$ cat src/rtl/exp_fifo_wrapper_if.sv
// Operand, engine and FIFO-read signals of exp_fifo_wrapper, grouped for port connection.
interface exp_fifo_wrapper_if #(
  parameter int VW    = 16,
  parameter int IW    = 2,
  parameter int FW    = 16,
  parameter int SW    = 2,
  parameter int DEPTH = 4
);
  localparam int AW = $clog2(DEPTH);
  localparam int OW = IW + FW + (1 << SW) - 1;

  logic          in_valid;
  logic          in_ready;
  logic [VW-1:0] v;
  logic [SW-1:0] u;
  logic          eng_start;
  logic [VW-1:0] eng_x;
  logic          eng_done;
  logic [IW-1:0] eng_int;
  logic [FW-1:0] eng_frac;
  logic          rd_req;
  logic [OW-1:0] q;
  logic          empty;
  logic          full;
  logic [AW:0]   usedw;
  logic          flush;
  logic          drop_flag;

  modport master (
    output in_valid, v, u, eng_done, eng_int, eng_frac, rd_req, flush,
    input  in_ready, eng_start, eng_x, q, empty, full, usedw, drop_flag
  );

  modport slave (
    input  in_valid, v, u, eng_done, eng_int, eng_frac, rd_req, flush,
    output in_ready, eng_start, eng_x, q, empty, full, usedw, drop_flag
  );
endinterface

$ cat src/rtl/exp_fifo_wrapper.sv
// Sequences one operand through an external engine, shifts the result and queues it in a FIFO.
// Latency: 3 edges plus engine latency to usedw; a full FIFO either stalls in WRITE or drops (STALL).
module exp_fifo_wrapper #(
  parameter int VW    = 16,
  parameter int IW    = 2,
  parameter int FW    = 16,
  parameter int SW    = 2,
  parameter int DEPTH = 4,
  parameter bit STALL = 1'b1
) (
  input  logic              clk,
  input  logic              rst,
  exp_fifo_wrapper_if.slave bus
);
  localparam int AW = $clog2(DEPTH);
  localparam int OW = IW + FW + (1 << SW) - 1;

  typedef enum logic [1:0] {IDLE, START, WAIT, WRITE} state_t;

  state_t        state, state_nxt;
  logic [VW-1:0] eng_x_q;
  logic [SW-1:0] sh_q;
  logic [OW-1:0] word_q;
  logic [OW-1:0] shifted;
  logic          drop_q;

  logic [OW-1:0] mem [DEPTH];
  logic [AW-1:0] wp, rp;
  logic [AW:0]   cnt;
  logic [OW-1:0] q_q;

  logic empty, full, rd_ok, rd_en, space, wr_go, wr_en;
  logic accept, capture, drop, in_ready, eng_start;

  assign empty   = (cnt == '0);
  assign full    = (cnt == (AW+1)'(DEPTH));
  assign rd_ok   = bus.rd_req && !empty;
  assign rd_en   = rd_ok && !bus.flush;
  assign space   = !full || rd_ok;
  assign wr_en   = wr_go && !bus.flush;
  assign shifted = {{(OW-IW-FW){1'b0}}, bus.eng_int, bus.eng_frac} << sh_q;

  always_ff @(posedge clk or negedge rst) begin
    if (!rst) state <= IDLE;
    else      state <= state_nxt;
  end

  always_comb begin
    state_nxt = state;
    accept    = 1'b0;
    capture   = 1'b0;
    wr_go     = 1'b0;
    drop      = 1'b0;
    in_ready  = 1'b0;
    eng_start = 1'b0;
    case (state)
      IDLE: begin
        in_ready = 1'b1;
        if (bus.in_valid) begin
          accept    = 1'b1;
          state_nxt = START;
        end
      end
      START: begin
        eng_start = 1'b1;
        state_nxt = WAIT;
      end
      WAIT: begin
        if (bus.eng_done) begin
          capture   = 1'b1;
          state_nxt = WRITE;
        end
      end
      WRITE: begin
        // flush does not alter the FSM: a write swallowed by flush still completes the operation
        if (space) begin
          wr_go     = 1'b1;
          state_nxt = IDLE;
        end else if (!STALL) begin
          drop      = 1'b1;
          state_nxt = IDLE;
        end
      end
      default: state_nxt = IDLE;
    endcase
  end

  always_ff @(posedge clk or negedge rst) begin
    if (!rst) begin
      eng_x_q <= '0;
      sh_q    <= '0;
      word_q  <= '0;
      drop_q  <= 1'b0;
    end else begin
      if (accept) begin
        eng_x_q <= bus.v;
        sh_q    <= bus.u;
      end
      if (capture) word_q <= shifted;
      if (drop)    drop_q <= 1'b1;
    end
  end

  always_ff @(posedge clk) begin
    if (wr_en) mem[wp] <= word_q;
  end

  // Pointers are AW bits wide, so increments wrap modulo DEPTH on their own.
  always_ff @(posedge clk or negedge rst) begin
    if (!rst) begin
      wp  <= '0;
      rp  <= '0;
      cnt <= '0;
      q_q <= '0;
    end else if (bus.flush) begin
      wp  <= '0;
      rp  <= '0;
      cnt <= '0;
    end else begin
      if (wr_en) wp <= wp + AW'(1);
      if (rd_en) begin
        rp  <= rp + AW'(1);
        q_q <= mem[rp];
      end
      cnt <= cnt + (AW+1)'(wr_en) - (AW+1)'(rd_en);
    end
  end

  assign bus.in_ready  = in_ready;
  assign bus.eng_start = eng_start;
  assign bus.eng_x     = eng_x_q;
  assign bus.q         = q_q;
  assign bus.empty     = empty;
  assign bus.full      = full;
  assign bus.usedw     = cnt;
  assign bus.drop_flag = drop_q;
endmodule

$ cat src/flat_wrapper.sv
// flat-port wrapper written by rule: the top's interface ports become plain ports
module exp_fifo_wrapper_flat 
#(
  parameter int VW    = 16,
  parameter int IW    = 2,
  parameter int FW    = 16,
  parameter int SW    = 2,
  parameter int DEPTH = 4,
  parameter bit STALL = 1'b1
)
  (clk, rst, bus_in_valid, bus_v, bus_u, bus_eng_done, bus_eng_int, bus_eng_frac, bus_rd_req, bus_flush, bus_in_ready, bus_eng_start, bus_eng_x, bus_q, bus_empty, bus_full, bus_usedw, bus_drop_flag);
  exp_fifo_wrapper_if #(.VW(VW), .IW(IW), .FW(FW), .SW(SW), .DEPTH(DEPTH)) bus_i ();
  input  logic clk;
  input  logic rst;
  input wire logic [$bits(bus_i.in_valid)-1:0] bus_in_valid;
  input wire logic [$bits(bus_i.v)-1:0] bus_v;
  input wire logic [$bits(bus_i.u)-1:0] bus_u;
  input wire logic [$bits(bus_i.eng_done)-1:0] bus_eng_done;
  input wire logic [$bits(bus_i.eng_int)-1:0] bus_eng_int;
  input wire logic [$bits(bus_i.eng_frac)-1:0] bus_eng_frac;
  input wire logic [$bits(bus_i.rd_req)-1:0] bus_rd_req;
  input wire logic [$bits(bus_i.flush)-1:0] bus_flush;
  output wire logic [$bits(bus_i.in_ready)-1:0] bus_in_ready;
  output wire logic [$bits(bus_i.eng_start)-1:0] bus_eng_start;
  output wire logic [$bits(bus_i.eng_x)-1:0] bus_eng_x;
  output wire logic [$bits(bus_i.q)-1:0] bus_q;
  output wire logic [$bits(bus_i.empty)-1:0] bus_empty;
  output wire logic [$bits(bus_i.full)-1:0] bus_full;
  output wire logic [$bits(bus_i.usedw)-1:0] bus_usedw;
  output wire logic [$bits(bus_i.drop_flag)-1:0] bus_drop_flag;
  assign bus_i.in_valid = bus_in_valid;
  assign bus_i.v = bus_v;
  assign bus_i.u = bus_u;
  assign bus_i.eng_done = bus_eng_done;
  assign bus_i.eng_int = bus_eng_int;
  assign bus_i.eng_frac = bus_eng_frac;
  assign bus_i.rd_req = bus_rd_req;
  assign bus_i.flush = bus_flush;
  assign bus_in_ready = bus_i.in_ready;
  assign bus_eng_start = bus_i.eng_start;
  assign bus_eng_x = bus_i.eng_x;
  assign bus_q = bus_i.q;
  assign bus_empty = bus_i.empty;
  assign bus_full = bus_i.full;
  assign bus_usedw = bus_i.usedw;
  assign bus_drop_flag = bus_i.drop_flag;
  exp_fifo_wrapper #(.VW(VW), .IW(IW), .FW(FW), .SW(SW), .DEPTH(DEPTH), .STALL(STALL)) u_core (.clk(clk), .rst(rst), .bus(bus_i));
endmodule
$ cat config.mk
export PLATFORM = sky130hd
export DESIGN_NAME = exp_fifo_wrapper_flat
export DESIGN_NICKNAME = d
export VERILOG_FILES = /design/src/rtl/exp_fifo_wrapper_if.sv /design/src/rtl/exp_fifo_wrapper.sv /design/src/flat_wrapper.sv
export SDC_FILE = /design/constraint.sdc
export NUM_CORES = 1
export LEC_CHECK = 0
export ABC_AREA = 1
export CORE_UTILIZATION = 50
export CTS_CLUSTER_DIAMETER = 100
export CTS_CLUSTER_SIZE = 16
export DETAILED_ROUTE_END_ITERATION = 16
export PLACE_DENSITY = 0.76
export REMOVE_ABC_BUFFERS = 1
export SLEW_MARGIN = 25
export SYNTH_ARGS = -nofsm -noshare
export SYNTH_HDL_FRONTEND = slang
export SYNTH_SLANG_ARGS = --single-unit
$ cat constraint.sdc
create_clock -name clk -period 2 [get_ports clk]
set_clock_uncertainty 0.1 [all_clocks]
set_input_delay 0.4 -clock clk [delete_from_list [all_inputs] [get_ports clk]]
set_output_delay 0.4 -clock clk [all_outputs]
set_load 0.02 [all_outputs]
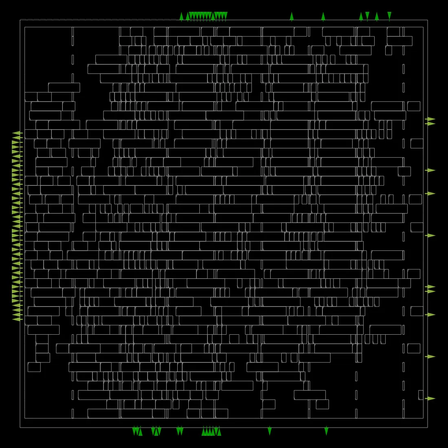
(images/placement.png)
seq_cells: 153
# Taps: 176
non-filler cells, final: 992
Rows: 42

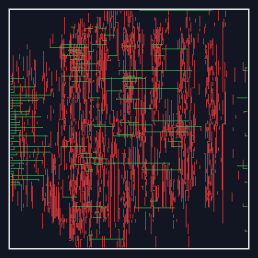
(images/wires.png)
Drawn at 2 px/micron. Two of the layers only.
metal 3: shown in green, wire length 961 microns. metal 2: shown in red, wire length 7610 microns.

==> results.tsv <==
stage	metric	value	unit
clock_network	clockBufferDepth	2	
power	power_density	1450	mW/mm^2
worst_setup_path	arrival	2.16	ns
power	p_seq_share	39.6	%
route	drc_errors	0	
place	routabilityCongestion	0.837	
worst_setup_path	cpLargestDelayFamily	adder cells	
route	dr_wl_met2	7610	microns
power	pwr-share-comb	34.6	%
outcome	status	finished, final reports clean	
logic_synthesis	ys_top_cells_by_area	edfxtp_1 37%, dfrtp_1 25%, nand2_1 14%	
final_timing	fmax	512	MHz
route	routedWlPerCell	15.2	microns
worst_setup_path	cp_slowest_cell	fa_2	
place	placedCellCount	959	
worst_setup_path	r2r_cells	10	
worst_setup_path	cp_common_cell	inv_2	
route	route.met3.wl	960	microns
worst_setup_path	crit_type	reg2reg	
power	seq-power	4.93	mW
cells_and_area	buf_share	12.9	%
worst_setup_path	crit_cells	10	
final_timing	finalHoldViolCount	0	
final_timing	fin_crit_sh	97.6	%
cells_and_area	final-seq-area	0.00425	sq mm
power	vdd_drop_max	876	uV
floorplanning	initCoreUtil	51.5	%
power	p_sw	4.35	mW
place	dp_hpwl	9700	microns
route	viasPerCell	5.04	
floorplanning	core	0.0133	sq mm
final_timing	fin_ws	0.0477	ns
global_routing	globalRouteMet3Util	5.22	%
worst_setup_path	reg2reg_from	u_core.bus.usedw[1]	
final_timing	whs	0.376	ns
cells_and_area	comb_cells	401	
No activity file was given, so power comes from the tool's default toggle rates.
